`config.mk`:
```
export PLATFORM = sky130hd
export DESIGN_NAME = chip_spreader_flat
export DESIGN_NICKNAME = d
export VERILOG_FILES = /design/src/rtl/zigbee_pkg.sv /design/src/rtl/chip_spreader_if.sv /design/src/rtl/chip_tick_gen.sv /design/src/rtl/chip_spreader.sv /design/src/flat_wrapper.sv
export SDC_FILE = /design/constraint.sdc
export NUM_CORES = 1
export LEC_CHECK = 0
export CORE_UTILIZATION = 31
export CTS_BUF_LIST = sky130_fd_sc_hd__clkbuf_8 sky130_fd_sc_hd__clkbuf_16
export DETAILED_ROUTE_END_ITERATION = 6
export DONT_BUFFER_PORTS = 1
export PLACE_DENSITY = 0.52
export SYNTH_ARGS = -nofsm -noshare
export SYNTH_HDL_FRONTEND = slang
export SYNTH_HIERARCHICAL = 1
export SYNTH_SLANG_ARGS = --single-unit
```
`constraint.sdc`:
```
create_clock -name inClk -period 7.5 [get_ports inClk]
set_input_delay 1.5 -clock inClk [delete_from_list [all_inputs] [get_ports inClk]]
set_output_delay 1.5 -clock inClk [all_outputs]
set_load 0.02 [all_outputs]
```
`src/rtl/zigbee_pkg.sv`:
```
// Shared constants, state type and the 16x32 symbol-to-chip table for the
// O-QPSK DSSS transmit path.
package zigbee_pkg;

  localparam int SYMBOL_W         = 4;
  localparam int CHIPS_PER_SYMBOL = 32;

  typedef enum logic {
    IDLE   = 1'b0,
    SPREAD = 1'b1
  } spread_state_t;

  // Symbol 0 written c0 first: index 0 of this ascending vector is c0.
  localparam logic [0:31] SYM0_CHIPS = 32'b11011001110000110101001000101110;

  // Symbols 1..7 rotate symbol 0 by 4 chips each; 8..15 also flip odd chips.
  function automatic logic [15:0][31:0] buildChipTable();
    logic [15:0][31:0] t;
    int src;
    t = '0;
    for (int s = 0; s < 16; s++) begin
      for (int i = 0; i < 32; i++) begin
        src     = (i + 32 - 4 * (s % 8)) % 32;
        t[s][i] = SYM0_CHIPS[src] ^ ((s >= 8) && (i % 2 == 1));
      end
    end
    return t;
  endfunction

  localparam logic [15:0][31:0] CHIP_TABLE = buildChipTable();

endpackage

```
`src/rtl/chip_spreader_if.sv`:
```
// Symbol handshake and serial chip outputs of the spreader.
// Handshake: a symbol moves on a rising edge where inValid && outReady are
// both high; outReady never depends on inValid and inValid may be raised at any time.
interface chip_spreader_if;
  import zigbee_pkg::*;

  logic [SYMBOL_W-1:0] inSymbol;
  logic                inValid;
  logic                outReady;
  logic                outChip;
  logic                outSel;
  logic                outChipValid;
  logic                outSymDone;
  logic                outBusy;
  spread_state_t       dbgState;

  modport master (
    output inSymbol, inValid,
    input  outReady, outChip, outSel, outChipValid, outSymDone, outBusy, dbgState
  );

  modport slave (
    input  inSymbol, inValid,
    output outReady, outChip, outSel, outChipValid, outSymDone, outBusy, dbgState
  );
endinterface

```
`src/rtl/chip_tick_gen.sv`:
```
// Chip-period divider: reports the last cycle of the current chip plus
// first/last strobes for the next cycle, so callers can register outputs.
module chip_tick_gen #(
  parameter int CLK_PER_CHIP = 4
) (
  input  logic clk,
  input  logic rstN,
  input  logic clear,
  output logic chipLast,
  output logic firstNext,
  output logic lastNext
);
  localparam int DIV_W = (CLK_PER_CHIP > 1) ? $clog2(CLK_PER_CHIP) : 1;
  localparam logic [DIV_W-1:0] DIV_MAX = DIV_W'(CLK_PER_CHIP - 1);

  logic [DIV_W-1:0] div, divNext;

  assign chipLast  = (div == DIV_MAX);
  assign divNext   = (clear || chipLast) ? '0 : div + DIV_W'(1);
  assign firstNext = (divNext == '0);
  assign lastNext  = (divNext == DIV_MAX);

  always_ff @(posedge clk or negedge rstN) begin
    if (!rstN) div <= '0;
    else       div <= divNext;
  end
endmodule

```
`src/rtl/chip_spreader.sv`:
```
// Symbol-to-chip DSSS spreader: takes 4-bit symbols and emits their 32-chip
// PN sequence serially, back-to-back with no idle gap.
module chip_spreader
  import zigbee_pkg::*;
#(
  parameter int CLK_PER_CHIP = 4
) (
  input logic            inClk,
  input logic            inRstN,
  chip_spreader_if.slave bus
);
  localparam int IDX_W = $clog2(CHIPS_PER_SYMBOL);
  localparam logic [IDX_W-1:0] LAST_IDX = IDX_W'(CHIPS_PER_SYMBOL - 1);

  spread_state_t       state, stateNext;
  logic [SYMBOL_W-1:0] sym, symNext;
  logic [IDX_W-1:0]    idx, idxNext;
  logic                clear, chipLast, firstNext, lastNext;
  logic                transfer, spreadNext;
  logic                chipQ, selQ, chipValidQ, symDoneQ, busyQ;

  chip_tick_gen #(.CLK_PER_CHIP(CLK_PER_CHIP)) tickGen (
    .clk      (inClk),
    .rstN     (inRstN),
    .clear    (clear),
    .chipLast (chipLast),
    .firstNext(firstNext),
    .lastNext (lastNext)
  );

  assign bus.outReady = (state == IDLE) || ((idx == LAST_IDX) && chipLast);
  assign transfer     = bus.inValid && bus.outReady;
  assign spreadNext   = (stateNext == SPREAD);

  always_comb begin
    stateNext = state;
    symNext   = sym;
    idxNext   = idx;
    clear     = 1'b0;
    case (state)
      IDLE: begin
        clear = 1'b1;
        if (transfer) begin
          stateNext = SPREAD;
          symNext   = bus.inSymbol;
          idxNext   = '0;
        end
      end
      SPREAD: begin
        if (chipLast) begin
          if (idx == LAST_IDX) begin
            clear   = 1'b1;
            idxNext = '0;
            if (transfer) symNext   = bus.inSymbol;
            else          stateNext = IDLE;
          end else begin
            idxNext = idx + IDX_W'(1);
          end
        end
      end
      default: stateNext = IDLE;
    endcase
  end

  // Outputs are registered from next-state values so they line up with state.
  always_ff @(posedge inClk or negedge inRstN) begin
    if (!inRstN) begin
      state      <= IDLE;
      sym        <= '0;
      idx        <= '0;
      chipQ      <= 1'b0;
      selQ       <= 1'b0;
      chipValidQ <= 1'b0;
      symDoneQ   <= 1'b0;
      busyQ      <= 1'b0;
    end else begin
      state      <= stateNext;
      sym        <= symNext;
      idx        <= idxNext;
      chipQ      <= spreadNext && CHIP_TABLE[symNext][idxNext];
      selQ       <= spreadNext && idxNext[0];
      chipValidQ <= spreadNext && firstNext;
      symDoneQ   <= spreadNext && (idxNext == LAST_IDX) && lastNext;
      busyQ      <= spreadNext;
    end
  end

  assign bus.outChip      = chipQ;
  assign bus.outSel       = selQ;
  assign bus.outChipValid = chipValidQ;
  assign bus.outSymDone   = symDoneQ;
  assign bus.outBusy      = busyQ;
  assign bus.dbgState     = state;
endmodule

```
`src/flat_wrapper.sv`:
```
// flat-port wrapper written by rule: the top's interface ports become plain ports
module chip_spreader_flat import zigbee_pkg::*;
#(
  parameter int CLK_PER_CHIP = 4
)
  (inClk, inRstN, bus_inSymbol, bus_inValid, bus_outReady, bus_outChip, bus_outSel, bus_outChipValid, bus_outSymDone, bus_outBusy, bus_dbgState);
  chip_spreader_if bus_i ();
  input logic inClk;
  input logic inRstN;
  input wire logic [$bits(bus_i.inSymbol)-1:0] bus_inSymbol;
  input wire logic [$bits(bus_i.inValid)-1:0] bus_inValid;
  output wire logic [$bits(bus_i.outReady)-1:0] bus_outReady;
  output wire logic [$bits(bus_i.outChip)-1:0] bus_outChip;
  output wire logic [$bits(bus_i.outSel)-1:0] bus_outSel;
  output wire logic [$bits(bus_i.outChipValid)-1:0] bus_outChipValid;
  output wire logic [$bits(bus_i.outSymDone)-1:0] bus_outSymDone;
  output wire logic [$bits(bus_i.outBusy)-1:0] bus_outBusy;
  output wire logic [$bits(bus_i.dbgState)-1:0] bus_dbgState;
  assign bus_i.inSymbol = bus_inSymbol;
  assign bus_i.inValid = bus_inValid;
  assign bus_outReady = bus_i.outReady;
  assign bus_outChip = bus_i.outChip;
  assign bus_outSel = bus_i.outSel;
  assign bus_outChipValid = bus_i.outChipValid;
  assign bus_outSymDone = bus_i.outSymDone;
  assign bus_outBusy = bus_i.outBusy;
  assign bus_dbgState = bus_i.dbgState;
  chip_spreader #(.CLK_PER_CHIP(CLK_PER_CHIP)) u_core (.inClk(inClk), .inRstN(inRstN), .bus(bus_i));
endmodule
```
run_1/flops_by_reg.png
(3 px per um) Other sequential cells in the stronger grey, the rest of the logic in the fainter grey.
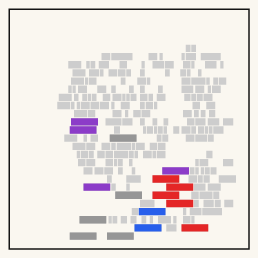
Purple stands for `u_core/sym`, placed flops 4. Blue stands for `u_core/tickGen/div`, placed flops 2. Red stands for `u_core/idx`, placed flops 5.
Another 5 sequential cells are not coloured.
seq pwr: 155 uW
Final Core Density: 34.0%

run_1/logic_types.png
(3 px per um)
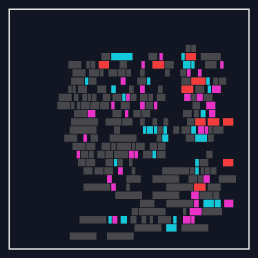
Magenta stands for nand cells, cells 35. Cyan stands for nor cells, cells 28. Red stands for mux cells, cells 10.

run_1/detail.png
Region (27, 11) to (52, 36) um. Cells in grey, sequential cells in the stronger grey; small squares are vias.
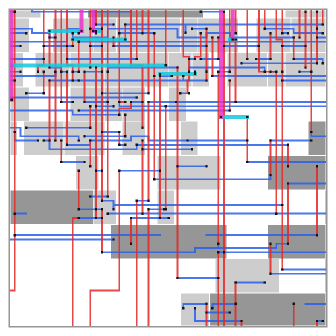
Red stands for metal 2. Blue stands for metal 1. Magenta stands for metal 4. Cyan stands for metal 3.
Netlist names of flops here include `u_core/idx` (2). Sequential cells in the window: 5. Most frequent: dfrtp_1 (5). 35 logic cells have their middle in the window.

==> results.tsv, run 1 <==
stage	metric	value	unit
run_status	status	finished, final reports clean	
synthesis	synth-edff-count	0	
floorplan	die_area	6310	sq um
sta	fin_crit_sh	52.2	%
cells_and_area	dominant-cell-class	logic gates	
sta	hold_viol	0	
routing	drtAntennaViolNets	0	
critical_path	worstPathRequired	7620	ps
clock_network	cts_buffer_depth	2	
cells_and_area	buf_share	0.391	%
floorplan	ioPinCount	14	
sta	hold_slack	484	ps
clock_network	clkSlewWorstSetupHoldPaths	70	ps
floorplan	placementRows	27	
synthesis	topCellsByArea	dfrtp_1 (22%), ha_1 (7.4%), a21oi_1 (3.8%)	
cells_and_area	reg.largest.list	u_core/idx x5, u_core/sym x4, u_core/tickGen/div x2	
sta	maxSlewViolCount	0	
sta	period_minus_slack	3910	ps
clock_network	htreeDepth	1	
cells_and_area	n_antenna_cell	0	
routing	drtIter0Drc	151	
sta	max_freq	255	MHz
cells_and_area	largest_register	u_core/idx	
sta	fin_setup_tns	0	ps
cells_and_area	instances_no_fill	286	
floorplan	n_tap_cell	72	
min_path	min_delay_worst_endpoint	u_core/tickGen/div[0]	
power	power_switching	363	uW
placed_design	port_buffers	0	
routing	firstDrtPassIters	5	
cells_and_area	layout.nets	233	
routing	vias_per_cell	6.07	
cells_and_area	seqAreaFraction	20.9	%
cells_and_area	final_cell_mix	nor2_1 (16), dfrtp_1 (16), a21oi_1 (14), nand2_1 (14), inv_1 (13)	
global_routing	grt_usage	17.4	%
sta	fin_ws	3590	ps
synthesis	syn-instance-count	227	
routing	m1WireLength	2470	um
global_routing	use_met1	25.8	%
placed_design	place_congestion	0.913	
cells_and_area	seq_cells	16	
synthesis	adder_share	7.40	%
synthesis	yosys_area	1860	sq um
cells_and_area	nMultiInputCombCells	177	
power	comb_cell_power	464	uW
synthesis	postSynthSeqShare	21.5	%
min_path	hp-start	u_core/tickGen/div[0]	
critical_path	timing.rr.end	u_core/bus.outChip	
routing	drc	0	
power	pwr-share-comb	66.7	%
cells_and_area	inverters	16	
sta	tightest_slew	900	ps
critical_path	path_buffers	1	
critical_path	rrSetupSlack	3590	ps
critical_path	start_kind	input port	
sta	relSlewSlack	40.0	%
critical_path	cp_top_family	AND-OR/OR-AND gates	
critical_path	crit_cells	9	
synthesis	synth_area_per_cell	8.19	sq um
global_routing	grt_pass1_vias	1646	
min_path	hold_class	reg2reg	
routing	wl_per_cell	18.2	um
clock_network	post-cts-setup-buffers	0	
synthesis	common_cells	dfrtp_1 (16), nor2_1 (16), a21oi_1 (14), nand2_1 (14), inv_1 (13)	
global_routing	antenna_found_initial	0	
global_routing	grt_pass1_wl	8600	um
power	p_total	695	uW
cells_and_area	num-nonclk-buffers	1	
placed_design	place_area	1860	sq um
critical_path	max_stage_delay	760	ps
global_routing	grt_overflow	0	
clock_network	cts_tree	done	
cells_and_area	area.sequential	400	sq um
critical_path	critical_path.cell_chain	nor2_1, a21oi_1, inv_1, o21ai_2, o221ai_1, a221oi_1, a2111oi_2, a31oi_1, a32oi_1	
power	clock_power_share	11.0	%
synthesis	top_area_share	21.5	%
synthesis	syn_area	1860	sq um
routing	dr_wl_met3	322	um
job	warnings	33	
global_routing	use_met3	2.06	%
critical_path	timing.rr.start	u_core/idx[0]	
==> inputs of run 2 (changes only) <==
--- a/config.mk
+++ b/config.mk
@@ -9,7 +9,7 @@
 export CTS_BUF_LIST = sky130_fd_sc_hd__clkbuf_8 sky130_fd_sc_hd__clkbuf_16
 export DETAILED_ROUTE_END_ITERATION = 6
 export DONT_BUFFER_PORTS = 1
-export PLACE_DENSITY = 0.52
+export PLACE_DENSITY = 0.53
 export SYNTH_ARGS = -nofsm -noshare
 export SYNTH_HDL_FRONTEND = slang
 export SYNTH_HIERARCHICAL = 1
==> constraint.sdc (replaced) <==
create_clock -name inClk -period 3.15 [get_ports inClk]
set_input_delay 0.63 -clock inClk [delete_from_list [all_inputs] [get_ports inClk]]
set_output_delay 0.63 -clock inClk [all_outputs]
set_load 0.02 [all_outputs]
run_2/logic_types.png
(3 px per um)
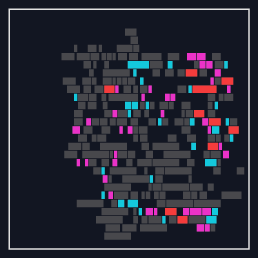
Magenta stands for nand cells, cells 35. Cyan stands for nor cells, cells 28. Red stands for mux cells, cells 10.

==> results.tsv, run 2 <==
stage	metric	value	unit
cells_and_area	dominant-cell-class	logic gates	
global_routing	grt_overflow	0	
sta	relSlewSlack	63.3	%
placed_design	place_area	2010	sq um
global_routing	use_met3	1.83	%
cells_and_area	nMultiInputCombCells	177	
synthesis	yosys_area	1860	sq um
floorplan	die_area	6310	sq um
cells_and_area	reg.largest.list	u_core/idx x5, u_core/sym x4, u_core/tickGen/div x2	
placed_design	dp_slack	41.2	ps
sta	maxSlewViolCount	0	
power	comb_cell_power	1.27	mW
sta	tightest_slew	549	ps
clock_network	post-cts-setup-buffers	0	
sta	max_freq	327	MHz
cells_and_area	n_antenna_cell	0	
power	p_total	1.82	mW
min_path	hold_class	in2async	
synthesis	syn_area	1860	sq um
floorplan	n_tap_cell	72	
sta	period_minus_slack	3060	ps
sta	fin_setup_tns	0	ps
synthesis	top_area_share	21.5	%
power	pwr-share-comb	70.1	%
cells_and_area	largest_register	u_core/idx	
power	intPower	922	uW
routing	drtIter0Drc	164	
sta	fin_ws	92.8	ps
critical_path	timing.rr.end	u_core/bus.outChip	
routing	m1WireLength	2620	um
placed_design	port_buffers	0	
critical_path	path_buffers	1	
synthesis	postSynthSeqShare	21.5	%
critical_path	rrSetupSlack	90	ps
placed_design	place_congestion	0.868	
cells_and_area	final_cell_mix	buf_4 (21), nor2_1 (16), dfrtp_1 (16)	
critical_path	worstPathRequired	3310	ps
critical_path	cp_top_family	AND-OR/OR-AND gates	
synthesis	synth_area_per_cell	8.19	sq um
cells_and_area	logic_area	1360	sq um
cells_and_area	num-nonclk-buffers	22	
routing	drtAntennaViolNets	0	
power	pwr_density_cell	849	nW/um^2
sta	hold_viol	0	
synthesis	topCellsByArea	dfrtp_1 (22%), ha_1 (7.4%), a21oi_1 (3.8%)	
placed_design	hpwl	4060	um
cells_and_area	area.sequential	400	sq um
synthesis	common_cells	dfrtp_1 (16), nor2_1 (16), a21oi_1 (14), nand2_1 (14), inv_1 (13)	
floorplan	ioPinCount	14	
routing	vias_per_cell	5.87	
critical_path	crit_path_frequent_cell	ha_4	
floorplan	placementRows	27	
global_routing	use_met1	26.4	%
cells_and_area	layout.nets	254	
clock_network	clkSlewWorstSetupHoldPaths	60	ps
critical_path	critical_path.cell_chain	ha_1, and3_1, ha_4, a21boi_4, nor2_4, mux2i_4, buf_6, ha_4, o211ai_1, nand3_1, a2111oi_4, a31oi_1, a32oi_1	
global_routing	grt_pass1_wl	8550	um
floorplan	core_area	5640	sq um
job	warnings	33	
clock_network	cts_buffer_depth	2	
critical_path	critPathLaunch	u_core/idx[0]	
cells_and_area	seq_cells	16	
global_routing	grt_pass1_vias	1626	
floorplan	die_x	79.4	um
routing	drc	0	
critical_path	timing.rr.start	u_core/idx[0]	
power	seq-power	364	uW
sta	hold_slack	71.5	ps
routing	firstDrtPassIters	4	
routing	dr_wl_met3	270	um
critical_path	max_stage_delay	410	ps
synthesis	adder_share	7.40	%
synthesis	aoi_share	32.1	%
global_routing	antenna_found_initial	0	
run_status	status	finished, final reports clean	
cells_and_area	instances_no_fill	307	
clock_network	htreeDepth	1	
cells_and_area	buf_share	7.90	%
cells_and_area	seqAreaFraction	18.7	%
clock_network	clock_sinks	16	
critical_path	crit_cells	13	
clock_network	cts_tree	done	
critical_path	start_kind	register	
power	power_switching	894	uW
synthesis	synth-edff-count	0	
sta	fin_crit_sh	97.1	%
synthesis	syn-instance-count	227	
critical_path	critPathArrivalTime	3220	ps
power	clock_power_share	9.9	%
synthesis	ys_cells	227	
cells_and_area	inverters	16	
run_2/congestion.png
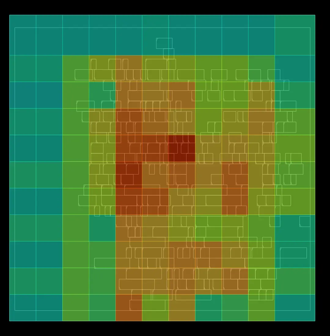
global-route track usage on met2: 26.4%
grt peak-use layer: met1
total track usage: 17.5%
Final Core Density: 37.9%
drt wl/cell: 17.6 um

Power and IR drop assume default switching activity.
